Design spi_sck_gen_flat, sky130hd; sources not shown.
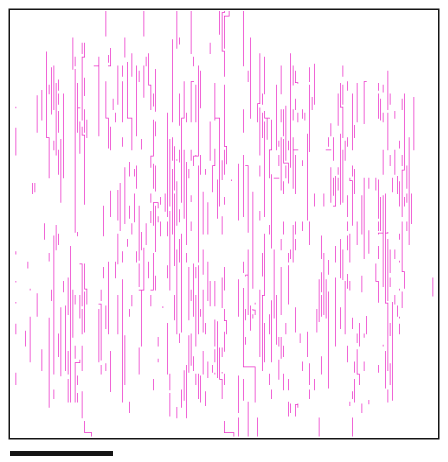
m2.png
Scale bar: 20 um.
longest straight run: 31.6 um
share of all routed wire: 46%
global-route track usage on met2: 32.3%
vias: 2344
total detailed-routing wirelength: 6.15 mm

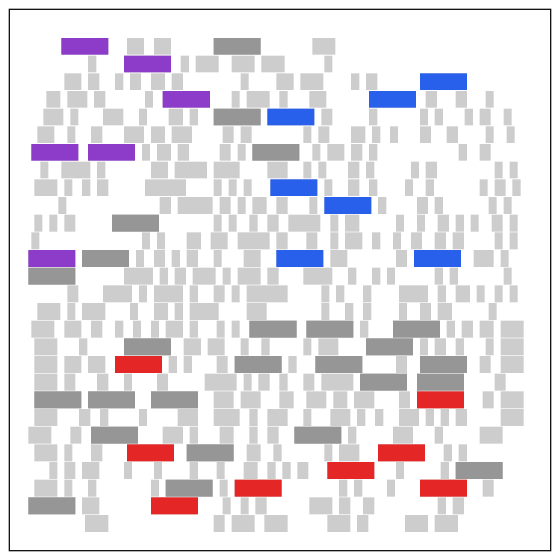
ff_map.png
Other sequential cells in the stronger gray, the rest of the logic in the fainter gray.
| name in the netlist | color | placed flops |
|---|---|---|
| u_core.lat_baud | red | 8 |
| u_core.tog | blue | 7 |
| u_core.bus.bit_cnt | purple | 6 |
total sequential power: 1180 uW
flop share of the area: 31.0%
sequential cell area in the final layout: 921 um2

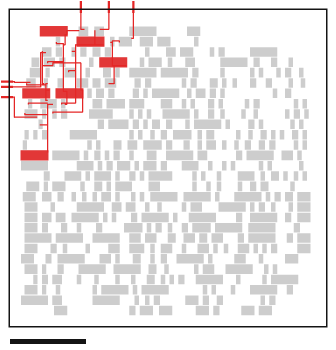
port_trees.png
Scale bar: 20 um.
| port | color | bits | direction | edge | end cells | wire |
|---|---|---|---|---|---|---|
| bus_bit_cnt | red | 6 | output | 3 left, 3 top | 6 | 220 um |
count of buffers inserted at the top-level ports: 34
number of placed I/O pins: 35

==> run notes <==
Implementation results. The run finished with clean final reports. STA classifies the critical path endpoint as a primary output. Yosys warning count landed at 0. Worst slack after detailed placement landed at 0.0842 ns.

Recorded from the global router log, the overflow total was 0. TritonRoute reported its final design rule violation total as 0. Slew of the pin with the lowest slew margin landed at 0.503 ns. Via count of the first global-routing pass landed at 2467.

The core region is 0.00599 mm2. Number of stages on the worst setup path landed at 1. Summed over all instances, the cell type with the most area after synthesis is dfxtp_1. The worst setup path is launched from a register. In this run, post-CTS hold repair placed 0 buffers. Final hold analysis gives a worst-case slack of 0.424 ns.

TritonCTS built the clock tree. Grouping stages by cell kind, the critical path spends the most delay in buffers and inverters. Along the worst hold path, the cell count comes to 2.

The tool flagged a number of max-cap violations equal to 0. Share of flip-flops with an asynchronous set or reset after synthesis landed at 0%. For reference, the final report shows the max-slew violation count at 0. Once the clock tree was built, the setup fixing pass inserted 0 buffers. The count of nets left with antenna violations once routing finished came out at 0. Largest net degree at the start of global routing landed at 21. Total number of placement rows landed at 28. Before any placement, the netlist area is recorded as 0.00244 mm2.

Detailed placer's ending HPWL landed at 4.71 mm. Register bit count reported by yosys landed at 46. The analysis reports a worst IR drop on VDD of 521 uV. Global routing met1 resource utilization landed at 25.6%. Cells with a size suffix above 1 make up 9.56% of the layout. In this run the worst path has a maximum fanout of 3. According to the Yosys statistics, the synthesized design has a chip area of 0.00244 mm2. Average instance area after synthesis landed at 7.03 um2. Area of the chip landed at 0.00691 mm2. The synthesized instance count is 347. Final hold violation count landed at 0.

Setup repair after global routing left no endpoint under its margin. For flop-to-flop paths, the worst setup slack is 0.19 ns. Note that the worst hold path type here is register to register.

By startpoint and endpoint, the worst setup path is classified as register to primary output. Cell count of the worst reg-to-reg path landed at 10. The final layout report lists a filler cell count of 788. In this run, synthesis inferred 0 flip-flops with an integrated enable. Setup total negative slack on the finished layout was measured at 0 ns. In the final design database the tool counted 413 nets. Post-synthesis sequential area ratio landed at 37.7%. Power comes to 3210 uW. In this run the horizontal extent of the chip is 83.1 um. Once the clock tree was built, the resizer swapped 0 gates to a different size. At the end of routability-driven placement, the weighted congestion stood at 0.774. Maximum level of the CTS H-tree landed at 2.

Diode insertion count for antenna repair landed at 0. Count of final setup violators landed at 0. For this block, the initial DRC count from the detailed router was 81. Detailed-routing iteration count for the pre-antenna-repair pass landed at 4.

Clock-pin slew was measured on the worst setup and hold paths at 0.09 ns. The global routing stage identified its most utilized layer as met2. Warnings raised by the tools during the run amount to 28. For this sky-water flow run, the detailed-routed wirelength per cell is reported as 13.3 um. Clock insertion delay at the later pin of the skew report landed at 0.30 ns. Relative area change from synthesis to final layout landed at 21.7%. The number of clock sinks came to 46. The worst path in the final design needs a cycle of 1.94 ns, including I/O delays and setup. Arrival time of the worst setup path landed at 1.49 ns. Derived from the worst setup path, the maximum achievable clock frequency is 515 MHz.

Clock tree synthesis selected as its root buffer the cell clkbuf_8. Highest cell delay on the worst timing path landed at 0.82 ns. When the netlist entered floorplanning its net count stood at 374. Cell area after layout landed at 0.00297 mm2.

In the floorplan report the effective utilization is 40.7%. Among all cell types in the netlist, the one instantiated most often is nand2_1. Die span in y landed at 83.1 um. The initial antenna violation count was 0.

For this design the static power due to leakage is 0.00119 uW. Ranked by instance count, the synthesized netlist is headed by nand2_1 (84), dfxtp_1 (46), nor2_1 (42), inv_1 (30), nand3_1 (23). Yosys stat cell total landed at 347.

The timing report shows that the slowest cell on the worst path is clkdlybuf4s50_1. Global routing used 19.4% of the available tracks. Area of placed instances landed at 0.00288 mm2. TritonCTS created 5 clock buffers. Share of Yosys cell area claimed by the top area cell type landed at 37.7%. Once routing completed, OpenROAD measured the worst setup slack at 0.0590 ns.

The synthesis report lists the most area-consuming cells as dfxtp_1 (38%), nand2_1 (13%), nor2_1 (6.5%). Per the detail_route report, vias per standard cell equal 5.07. The flow reported a cell area power density of 1080 mW/mm2. The cell sequence reported for the critical path is clkdlybuf4s50_1.

Share of the clock period used by the worst path after layout landed at 97.1%. Buffering stage count on the worst path with inverters included landed at 1. First-pass GRT wire length landed at 11.3 mm. Per the synth stats, the flop cell with the highest instance count is dfxtp_1. The critical path endpoint has a required time of 1.55 ns. For met3 alone, demand over resource in global routing was 4.08%. Distinct cell type count of the synthesized netlist landed at 30.

Headroom to the max-slew limit came out at 66.3%. Maximum root-to-sink buffer count landed at 2.
-- stage by stage --
stage                     util (%)  cells
after floorplan                  -    347
after global placement        48.1    454
after detailed placement      48.1    454
after CTS                     49.6    462
after global routing          49.6    462
final                         49.6    462
-- layout make-up --
| class | instances | area, um2 | area share, % |
|---|---|---|---|
| clock inverter | 2 | 13.8 | 0.463 |
| timing repair buffer | 45 | 413 | 13.9 |
| sequential | 46 | 921 | 31.0 |
| clock buffer | 6 | 72.6 | 2.44 |
| tap | 75 | 93.8 | 3.16 |
| multi-input combinational | 254 | 1330 | 44.8 |
| inverter | 34 | 128 | 4.29 |
-- power breakdown --
part | switching [uW] | internal [uW]
logic | 959 | 510
registers | 121 | 1060
clock network | 316 | 247
-- placed cells by master (no fill, tap or decap), types with 4 or more instances in the layout --
master           count
nor2_2               4
dfxtp_1             46
nor3_1               9
ha_1                 6
nand4_1             11
clkdlybuf4s50_1     30
inv_1               30
o21ai_0             16
o211ai_1             4
buf_4               15
xnor2_1              9
a21oi_1             22
nand2_1             84
xor2_1               9
clkbuf_8             5
nand3_1             23
nor2_1              42
-- cell families after synthesis --
family / Yosys count / synth area share, %
xor gates and xnor gates: 18 / 6.46
DFF: 46 / 37.7
adders and majority gates: 7 / 3.59
AOI/OAI and AO/OA: 47 / 10.6
and+or+nand+nor: 182 / 33.7
buffers and inverters: 47 / 7.89
-- routing by layer --
metal,wire length (um),vias up,share of wire (%)
li1,-,1200,-
met1,3090,1102,50
met2,2800,34,46
met3,156,8,2.5
met4,102,0,1.7
met5,0,-,0
Power figures rest on the tool's default switching activity, not on a simulated workload.
